Design alu_arbiter_flat, sky130hd; sources not shown.
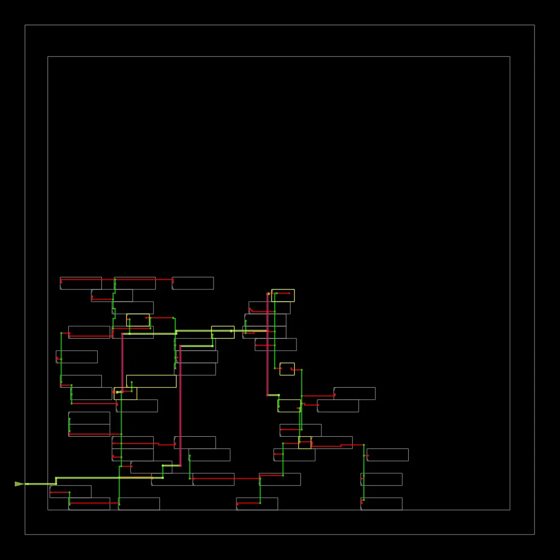
(clock wiring as the flow saved it)
clk sinks: 40
CLK BUF: 5

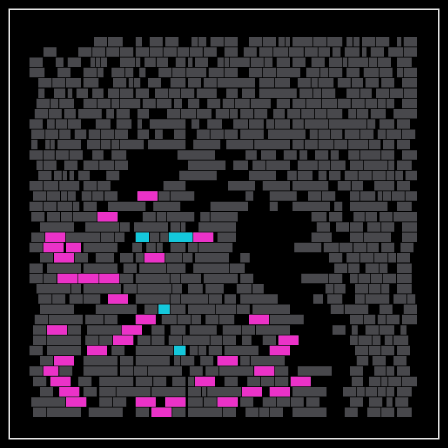
(gate families picked out)
legend:
  magenta:
    family: mux cells
    cells: 35
    most_used: mux2_4
  cyan:
    family: non-inverting ao/oa cells
    cells: 4
    most_used: a211o_1
final std cells w/o fill: 810
most common logic cell in the routed design: clkdlybuf4s50_1
logic share of the area: 0.308

==> run summary <==
Max VDD drop: 0.000726 V
Complex Gates by Area: 0.217
Final setup fails: 105
Crit path DRT: 1280 ps
Design Area, Final: 7950 µm²
Outcome: finished with violations
Headroom to the max-slew limit: 0.598
Rows: 37
Total gr overflow: 0
Root buf cell: clkbuf_8
Number of global-route vias before repair: 4907
Slew Limit Fails: 0
Internal power: 3.60 mW
Yosys warnings: 0
Clk buf depth: 2
Number of cells on the critical path: 8
Setup crit start kind: flip-flop
Failing checks: setup timing
GRT Util Overall: 0.280
H-tree Lvls: 2
Fmax: 0.435 GHz
Flip-flops with a built-in enable: 0
MI comb cells: 249
Signal inverters: 3
1st-iter DRT viols: 374
Initial antenna violation count: 0
Top class by area: non-clock buffers
Hold buffers post-CTS: 0
Layout cells sized above 1: 0.493
Worst clock skew: 9.58 ps
Via count: 4596
Critical Path End Type: output port
Worst setup margin: -698 ps
cell families after synthesis:
kind of cell,after synthesis
AND/OR/NAND/NOR,141
AND-OR/OR-AND,73
flip-flops,40
buffers and inverters,52
multiplexers,35
Yosys cell counts (all sizes together), types with 3 or more instances:
master,instances
buf,30
clkbuf,19
dfrtp,39
inv,3
mux2,35
nand2,67
nand3,66
o2111ai,66
worst reg2reg max path: cells and delay by family, from the launching register on:
kind	cells	cell delay [ps]
muxes	1	300
AOI/OAI and AO/OA	1	60
buffers and inverters	8	1080
and+or+nand+nor	1	150
DFF	1	420
power by group through the flow:
| stage | Combinational [mW] | Sequential (mW) | Clock, mW |
|---|---|---|---|
| after floorplan | 0.868 | 1.35 | 0 |
| after global placement | 2.26 | 1.27 | 0 |
| after detailed placement | 2.31 | 1.29 | 0 |
| after CTS | 3.09 | 1.28 | 0.865 |
| after global routing | 3.50 | 1.30 | 0.913 |
| final | 3.36 | 1.28 | 0.859 |
routing by layer:
layer	vias to the layer above	wire length [µm]	track usage
li1	1979	-	-
met1	2241	7120	0.308
met2	310	10200	0.504
met3	66	1730	0.0829
met4	0	802	0.108
met5	-	0	0
cells in the final DEF (no fill, tap or decap), types with 3 or more instances in the layout:
master,netlist,routed
clkdlybuf4s50_1,0,206
buf_6,2,68
o2111ai_1,66,58
nand2_2,0,49
nand3_2,0,48
dfrtp_1,39,39
mux2_4,8,33
buf_4,1,24
buf_2,25,20
nand2_1,67,17
buf_16,0,17
buf_12,0,17
nand3_4,0,14
buf_8,2,10
o2111ai_2,0,5
clkbuf_8,0,5
nand3_1,66,4
clkdlybuf4s15_2,0,4
dlymetal6s2s_1,0,4
o2111ai_4,0,3
what timing repair did:
action	CTS	global route
buffers inserted	34	17
cloned	19	0
gates resized	410	101
pin swaps	16	38
endpoints found under the setup margin	108	112
Power and IR drop assume default switching activity.
